==> src/rtl/npu_pkg.sv <==
// Shared NPU definitions: default widths, saturating add and a lane-slice helper macro.
// NPU_LANE(i, w) expands to the part-select of lane i in a packed vector of w-bit lanes.
`define NPU_LANE(i, w) (i)*(w) +: (w)

package npu_pkg;

    localparam int unsigned NPU_DATA_WIDTH = 8;
    localparam int unsigned NPU_ACC_WIDTH  = 32;

    // Signed add of two w-bit values held in the low bits; clamps on overflow (w <= 64).
    function automatic logic [63:0] sat_add(input logic [63:0] a, input logic [63:0] b,
                                            input int unsigned w);
        logic [63:0] sum;
        logic [63:0] max_v;
        logic [63:0] min_v;
        logic        sa;
        logic        sb;
        logic        sr;
        sum   = a + b;
        sa    = a[w-1];
        sb    = b[w-1];
        sr    = sum[w-1];
        max_v = (64'd1 << (w - 1)) - 64'd1;
        min_v = 64'd1 << (w - 1);
        if ((sa == sb) && (sr != sa)) begin
            return sa ? min_v : max_v;
        end
        return sum;
    endfunction

endpackage

==> src/rtl/mac_pe_simd_if.sv <==
// X/Y stream, weight control and status bundle of the SIMD MAC PE.
interface mac_pe_simd_if #(
    parameter int unsigned DATA_WIDTH = 8,
    parameter int unsigned ACC_WIDTH  = 32,
    parameter int unsigned LANES      = 4
);
    logic                         valid_in_x;
    logic                         ready_out_x;
    logic                         weight_shift_in;
    logic [DATA_WIDTH-1:0]        x_in;
    logic                         valid_out_x;
    logic                         ready_in_x;
    logic                         weight_shift_out;
    logic [DATA_WIDTH-1:0]        x_out;
    logic                         valid_in_y;
    logic                         ready_out_y;
    logic [LANES*ACC_WIDTH-1:0]   y_in;
    logic                         valid_out_y;
    logic                         ready_in_y;
    logic [LANES*ACC_WIDTH-1:0]   y_out;
    logic                         weight_latch_en;
    logic                         x_unsigned;
    logic                         shadow_full;

    modport slave (
        input  valid_in_x, weight_shift_in, x_in, ready_in_x, valid_in_y, y_in, ready_in_y,
               weight_latch_en, x_unsigned,
        output ready_out_x, valid_out_x, weight_shift_out, x_out, ready_out_y, valid_out_y,
               y_out, shadow_full
    );

    modport master (
        output valid_in_x, weight_shift_in, x_in, ready_in_x, valid_in_y, y_in, ready_in_y,
               weight_latch_en, x_unsigned,
        input  ready_out_x, valid_out_x, weight_shift_out, x_out, ready_out_y, valid_out_y,
               y_out, shadow_full
    );
endinterface

==> src/rtl/mac_lane.sv <==
// One MAC lane: double-buffered signed weight and a combinational multiply-accumulate.
// MAC_PE_SIMD_SAT_EN selects a saturating accumulate instead of two's-complement wrap.
module mac_lane
    import npu_pkg::*;
#(
    parameter int unsigned DATA_WIDTH = NPU_DATA_WIDTH,
    parameter int unsigned ACC_WIDTH  = NPU_ACC_WIDTH
) (
    input  logic                  clk,
    input  logic                  rst_n,
    input  logic                  load_i,
    input  logic                  latch_i,
    input  logic                  x_unsigned_i,
    input  logic [DATA_WIDTH-1:0] shadow_in_i,
    input  logic [DATA_WIDTH-1:0] x_i,
    input  logic [ACC_WIDTH-1:0]  y_i,
    output logic [DATA_WIDTH-1:0] shadow_o,
    output logic [ACC_WIDTH-1:0]  sum_o
);
    localparam int unsigned PW = 2 * DATA_WIDTH + 1;

    logic [DATA_WIDTH-1:0] shadow_q, shadow_d;
    logic [DATA_WIDTH-1:0] active_q, active_d;
    logic signed [DATA_WIDTH:0] xe;
    logic signed [PW-1:0]       prod;
    logic [ACC_WIDTH-1:0]       prod_ext;
`ifdef MAC_PE_SIMD_SAT_EN
    logic [63:0]                sum_wide;
`endif

    // Latch copies the pre-shift shadow because both read shadow_q.
    always_comb begin
        shadow_d = load_i ? shadow_in_i : shadow_q;
        active_d = latch_i ? shadow_q : active_q;
    end

    always_ff @(posedge clk or negedge rst_n) begin
        if (!rst_n) begin
            shadow_q <= '0;
            active_q <= '0;
        end else begin
            shadow_q <= shadow_d;
            active_q <= active_d;
        end
    end

    always_comb begin
        xe       = {(x_unsigned_i ? 1'b0 : x_i[DATA_WIDTH-1]), x_i};
        prod     = PW'(xe) * PW'($signed(active_q));
        prod_ext = {{(ACC_WIDTH - PW){prod[PW-1]}}, prod};
`ifdef MAC_PE_SIMD_SAT_EN
        sum_wide = sat_add(64'(y_i), 64'(prod_ext), ACC_WIDTH);
        sum_o    = sum_wide[ACC_WIDTH-1:0];
`else
        sum_o    = y_i + prod_ext;
`endif
    end

    assign shadow_o = shadow_q;

endmodule

==> src/rtl/mac_pe_simd.sv <==
// Systolic PE with LANES MAC lanes sharing one X activation; handshake, output regs, load count.
// Build with MAC_PE_SIMD_SAT_EN for saturating lane sums (timing is unchanged).
module mac_pe_simd
    import npu_pkg::*;
#(
    parameter int unsigned DATA_WIDTH = NPU_DATA_WIDTH,
    parameter int unsigned ACC_WIDTH  = NPU_ACC_WIDTH,
    parameter int unsigned LANES      = 4
) (
    input logic           clk,
    input logic           rst_n,
    mac_pe_simd_if.slave  bus
);
    localparam int unsigned CntW = $clog2(LANES + 1);

    logic stall_x, stall_y, fire_load, fire_calc;

    logic                       valid_out_x_q, valid_out_x_d;
    logic                       weight_shift_out_q, weight_shift_out_d;
    logic [DATA_WIDTH-1:0]      x_out_q, x_out_d;
    logic                       valid_out_y_q, valid_out_y_d;
    logic [LANES*ACC_WIDTH-1:0] y_out_q, y_out_d;
    logic [CntW-1:0]            cnt_q, cnt_d;
    logic                       shadow_full_q, shadow_full_d;

    logic [DATA_WIDTH-1:0]      chain [LANES+1];
    logic [LANES*ACC_WIDTH-1:0] sum_all;

    assign stall_x   = valid_out_x_q & ~bus.ready_in_x;
    assign stall_y   = valid_out_y_q & ~bus.ready_in_y;
    assign fire_load = bus.valid_in_x & bus.weight_shift_in & ~stall_x;
    assign fire_calc = bus.valid_in_x & bus.valid_in_y & ~bus.weight_shift_in & ~stall_x
                       & ~stall_y;

    assign chain[0] = bus.x_in;

    for (genvar g = 0; g < LANES; g++) begin : g_lane
        mac_lane #(
            .DATA_WIDTH(DATA_WIDTH),
            .ACC_WIDTH (ACC_WIDTH)
        ) u_lane (
            .clk         (clk),
            .rst_n       (rst_n),
            .load_i      (fire_load),
            .latch_i     (bus.weight_latch_en),
            .x_unsigned_i(bus.x_unsigned),
            .shadow_in_i (chain[g]),
            .x_i         (bus.x_in),
            .y_i         (bus.y_in[`NPU_LANE(g, ACC_WIDTH)]),
            .shadow_o    (chain[g+1]),
            .sum_o       (sum_all[`NPU_LANE(g, ACC_WIDTH)])
        );
    end

    always_comb begin
        valid_out_x_d      = valid_out_x_q;
        weight_shift_out_d = weight_shift_out_q;
        x_out_d            = x_out_q;
        valid_out_y_d      = valid_out_y_q;
        y_out_d            = y_out_q;
        cnt_d              = cnt_q;

        if (fire_load) begin
            x_out_d            = chain[LANES];
            weight_shift_out_d = 1'b1;
            valid_out_x_d      = 1'b1;
            valid_out_y_d      = 1'b0;
        end else if (fire_calc) begin
            x_out_d            = bus.x_in;
            weight_shift_out_d = 1'b0;
            valid_out_x_d      = 1'b1;
            valid_out_y_d      = 1'b1;
            y_out_d            = sum_all;
        end else begin
            if (valid_out_x_q && bus.ready_in_x) valid_out_x_d = 1'b0;
            if (valid_out_y_q && bus.ready_in_y) valid_out_y_d = 1'b0;
        end

        // A load coinciding with a latch is the first token of the new batch.
        if (bus.weight_latch_en) begin
            cnt_d = fire_load ? CntW'(1) : '0;
        end else if (fire_load && (cnt_q != CntW'(LANES))) begin
            cnt_d = cnt_q + CntW'(1);
        end
        shadow_full_d = (cnt_d == CntW'(LANES));
    end

    always_ff @(posedge clk or negedge rst_n) begin
        if (!rst_n) begin
            valid_out_x_q      <= 1'b0;
            weight_shift_out_q <= 1'b0;
            x_out_q            <= '0;
            valid_out_y_q      <= 1'b0;
            y_out_q            <= '0;
            cnt_q              <= '0;
            shadow_full_q      <= 1'b0;
        end else begin
            valid_out_x_q      <= valid_out_x_d;
            weight_shift_out_q <= weight_shift_out_d;
            x_out_q            <= x_out_d;
            valid_out_y_q      <= valid_out_y_d;
            y_out_q            <= y_out_d;
            cnt_q              <= cnt_d;
            shadow_full_q      <= shadow_full_d;
        end
    end

    assign bus.ready_out_x      = fire_load | fire_calc;
    assign bus.ready_out_y      = fire_calc;
    assign bus.valid_out_x      = valid_out_x_q;
    assign bus.weight_shift_out = weight_shift_out_q;
    assign bus.x_out            = x_out_q;
    assign bus.valid_out_y      = valid_out_y_q;
    assign bus.y_out            = y_out_q;
    assign bus.shadow_full      = shadow_full_q;

endmodule

==> src/flat_wrapper.sv <==
// flat-port wrapper written by rule: the top's interface ports become plain ports
module mac_pe_simd_flat import npu_pkg::*;
#(
    parameter int unsigned DATA_WIDTH = NPU_DATA_WIDTH,
    parameter int unsigned ACC_WIDTH  = NPU_ACC_WIDTH,
    parameter int unsigned LANES      = 4
)
  (clk, rst_n, bus_valid_in_x, bus_weight_shift_in, bus_x_in, bus_ready_in_x, bus_valid_in_y, bus_y_in, bus_ready_in_y, bus_weight_latch_en, bus_x_unsigned, bus_ready_out_x, bus_valid_out_x, bus_weight_shift_out, bus_x_out, bus_ready_out_y, bus_valid_out_y, bus_y_out, bus_shadow_full);
  mac_pe_simd_if #(.DATA_WIDTH(DATA_WIDTH), .ACC_WIDTH(ACC_WIDTH), .LANES(LANES)) bus_i ();
  input logic clk;
  input logic rst_n;
  input wire logic [$bits(bus_i.valid_in_x)-1:0] bus_valid_in_x;
  input wire logic [$bits(bus_i.weight_shift_in)-1:0] bus_weight_shift_in;
  input wire logic [$bits(bus_i.x_in)-1:0] bus_x_in;
  input wire logic [$bits(bus_i.ready_in_x)-1:0] bus_ready_in_x;
  input wire logic [$bits(bus_i.valid_in_y)-1:0] bus_valid_in_y;
  input wire logic [$bits(bus_i.y_in)-1:0] bus_y_in;
  input wire logic [$bits(bus_i.ready_in_y)-1:0] bus_ready_in_y;
  input wire logic [$bits(bus_i.weight_latch_en)-1:0] bus_weight_latch_en;
  input wire logic [$bits(bus_i.x_unsigned)-1:0] bus_x_unsigned;
  output wire logic [$bits(bus_i.ready_out_x)-1:0] bus_ready_out_x;
  output wire logic [$bits(bus_i.valid_out_x)-1:0] bus_valid_out_x;
  output wire logic [$bits(bus_i.weight_shift_out)-1:0] bus_weight_shift_out;
  output wire logic [$bits(bus_i.x_out)-1:0] bus_x_out;
  output wire logic [$bits(bus_i.ready_out_y)-1:0] bus_ready_out_y;
  output wire logic [$bits(bus_i.valid_out_y)-1:0] bus_valid_out_y;
  output wire logic [$bits(bus_i.y_out)-1:0] bus_y_out;
  output wire logic [$bits(bus_i.shadow_full)-1:0] bus_shadow_full;
  assign bus_i.valid_in_x = bus_valid_in_x;
  assign bus_i.weight_shift_in = bus_weight_shift_in;
  assign bus_i.x_in = bus_x_in;
  assign bus_i.ready_in_x = bus_ready_in_x;
  assign bus_i.valid_in_y = bus_valid_in_y;
  assign bus_i.y_in = bus_y_in;
  assign bus_i.ready_in_y = bus_ready_in_y;
  assign bus_i.weight_latch_en = bus_weight_latch_en;
  assign bus_i.x_unsigned = bus_x_unsigned;
  assign bus_ready_out_x = bus_i.ready_out_x;
  assign bus_valid_out_x = bus_i.valid_out_x;
  assign bus_weight_shift_out = bus_i.weight_shift_out;
  assign bus_x_out = bus_i.x_out;
  assign bus_ready_out_y = bus_i.ready_out_y;
  assign bus_valid_out_y = bus_i.valid_out_y;
  assign bus_y_out = bus_i.y_out;
  assign bus_shadow_full = bus_i.shadow_full;
  mac_pe_simd #(.DATA_WIDTH(DATA_WIDTH), .ACC_WIDTH(ACC_WIDTH), .LANES(LANES)) u_core (.clk(clk), .rst_n(rst_n), .bus(bus_i));
endmodule
==> config.mk <==
export PLATFORM = sky130hd
export DESIGN_NAME = mac_pe_simd_flat
export DESIGN_NICKNAME = d
export VERILOG_FILES = /design/src/rtl/npu_pkg.sv /design/src/rtl/mac_pe_simd_if.sv /design/src/rtl/mac_lane.sv /design/src/rtl/mac_pe_simd.sv /design/src/flat_wrapper.sv
export SDC_FILE = /design/constraint.sdc
export NUM_CORES = 1
export LEC_CHECK = 0
export CORE_ASPECT_RATIO = 0.9
export CORE_MARGIN = 8
export CORE_UTILIZATION = 59
export DETAILED_ROUTE_END_ITERATION = 10
export GPL_TIMING_DRIVEN = 0
export PLACE_DENSITY = 0.81
export SLEW_MARGIN = 20
export SYNTH_ARGS = -nofsm -noshare
export SYNTH_HDL_FRONTEND = slang
export SYNTH_SLANG_ARGS = --single-unit
==> constraint.sdc <==
create_clock -name clk -period 8.4 [get_ports clk]
set_clock_uncertainty 0.15 [all_clocks]
set_input_delay 2.1 -clock clk [delete_from_list [all_inputs] [get_ports clk]]
set_output_delay 2.1 -clock clk [all_outputs]
set_load 0.02 [all_outputs]
==> run notes <==
The synthesized design contains 0 enable-type register cells. The run gives 1473 as the initial detailed-routing violation count. The run gives 53500 um for the estimated wirelength of the detail-placed design. The area recorded from the Yosys report for this design is 0.0241 sq mm. The initialized floorplan defines 70 standard-cell rows. Sorting the synthesized cells by how often they occur yields sky130_fd_sc_hd__nand2_1, sky130_fd_sc_hd__inv_1, sky130_fd_sc_hd__ha_1, sky130_fd_sc_hd__fa_1, sky130_fd_sc_hd__dfrtp_1. The clock insertion delay at the later pin of the skew report is 0.57 ns. The run finished with clean final reports. During I/O placement, the number of pins put on the boundary was 287. The initial antenna violation count is 1, and the via count normalized by instance count is 5.70. The area fraction in and, or, nand and nor cells after synthesis was 15.5%; the number of global-route vias before repair was 21736.

Once routing completed, OpenROAD measured the worst setup slack at 0.0208 ns. Counting flops with an async set or reset pin after synthesis yields a share of 100%. The total standard cell area after synthesis is 0.0241 sq mm, and the number of nets at floorplan is 3386. The most instantiated library cell after synthesis is sky130_fd_sc_hd__nand2_1.

Per the timing report, the biggest fanout along the worst path comes to 7. In this run the layout overhead on the synthesized area is reported as 28.8%. The area fraction of the largest cell type after synthesis is 21.5%.

Per the cell usage report, the commonest logic cell in the layout is sky130_fd_sc_hd__nand2_1. For met2 alone, demand over resource in global routing was 47.2%. The pre-CTS setup check shows a worst slack of -2.27 ns. The total overflow left after global routing is 0.

The detailed router reported a total wirelength of 71100 um. Area of the chip: 0.0476 sq mm. The final count of negative-setup-slack endpoints was 0. The data required time reported for the critical path is 8.68 ns.

In this run the vertical extent of the chip is 208 um. The final clock period utilization by the worst path is 99.8%. The buffer type at the clock tree root was sky130_fd_sc_hd__clkbuf_16.

Gates resized during post-CTS repair numbered 158. The flip-flop and latch count after synthesis is 207, and the total of buffers placed on input and output ports is 284. The final layout report lists a filler cell count of 2755. Delay of the slowest cell on the worst path: 0.55 ns. Nature of the critical path endpoint: a register. The post-route setup TNS is 0 ns, and the count of final hold-check violations is 0.
critical path: cells and delay by family:
kind / cells / cell delay (ns)
compound gates: 15 / 2.56
fa+ha+maj: 6 / 2.70
buf+inv: 6 / 0.47
simple gates: 4 / 0.39
xor+xnor: 2 / 0.44
area by class of cell:
class	instances	area, sq um	share of cell area [%]
multi-input cells	2032	18200	58.7
flip-flops and latches	207	5180	16.7
repair buffers	385	3810	12.3
inverters	411	1550	4.99
well taps	540	676	2.18
clock buffers	28	668	2.15
plain buffers	84	653	2.11
clock inverters	18	274	0.883
final timing paths:
path / start / endpoint / slack, ns / depth (start not counted)
setup / recovery: bus_x_in[5] / u_core.bus.y_out[30] / 0.02 / 33
hold / removal: u_core.bus.y_out[13] / u_core.bus.y_out[13] / 0.33 / 2
setup reg to reg: u_core.g_lane[0].u_lane.active_q[3] / u_core.bus.y_out[30] / 0.97 / 32
hold reg to reg: u_core.bus.y_out[13] / u_core.bus.y_out[13] / 0.33 / 2
max in group asynchronous: rst_n / u_core.cnt_q[1] / 6.03 / 2
min in group asynchronous: rst_n / u_core.bus.y_out[90] / 1.27 / 1
registers in the layout, indices dropped and copies added, names as in the netlist:
| signal | count |
|---|---|
| u_core.bus.valid_out_y | 1 |
| u_core.bus.x_out | 8 |
| u_core.bus.y_out | 128 |
| u_core.g_lane.u_lane.active_q | 32 |
| u_core.g_lane.u_lane.shadow_o | 32 |
| u_core.bus.shadow_full | 1 |
| u_core.bus.weight_shift_out | 1 |
| u_core.bus.valid_out_x | 1 |
| u_core.cnt_q | 3 |
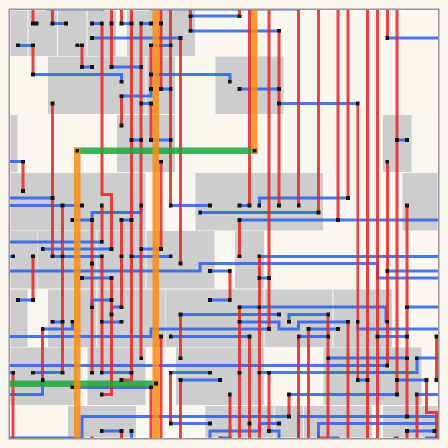
(images/zoom.png)
Window x 162 to 182, y 42 to 62 um. Cells in grey, sequential cells in the stronger grey; small squares are vias.
| colour | layer |
|---|---|
| blue | met1 |
| red | met2 |
| green | met3 |
| orange | met4 |
cells with their middle in the window: 34
sequential cells in the window: 0
most frequent: xnor2_1 (5)

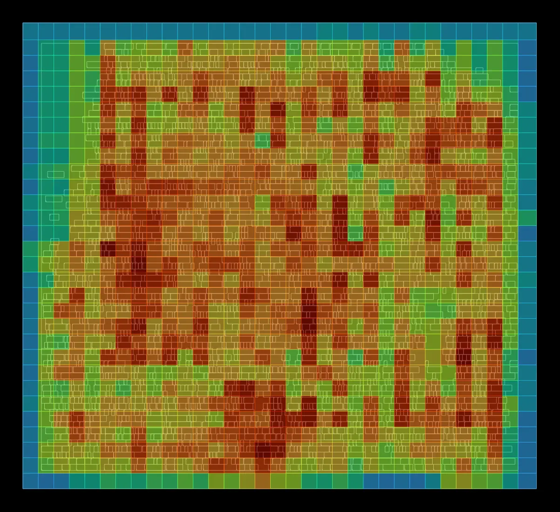
(images/final_congestion.png)
total global routing track utilization: 28.9%
met1 track demand over resource: 38.3%
met3 capacity usage during global routing: 6.01%
Finished Core Util: 76.6%
detailed-route wire length per cell: 19.2 um

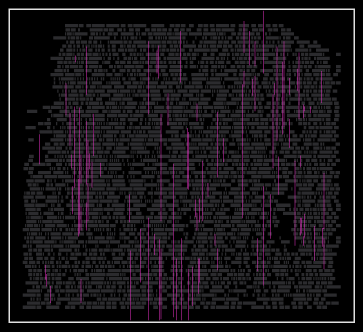
(images/met4.png)
Scale: 1.5 px per um.
longest straight run: 102 um
wire length on this layer: 2530 um
share of all routed wire: 3.6%
main direction: vertical

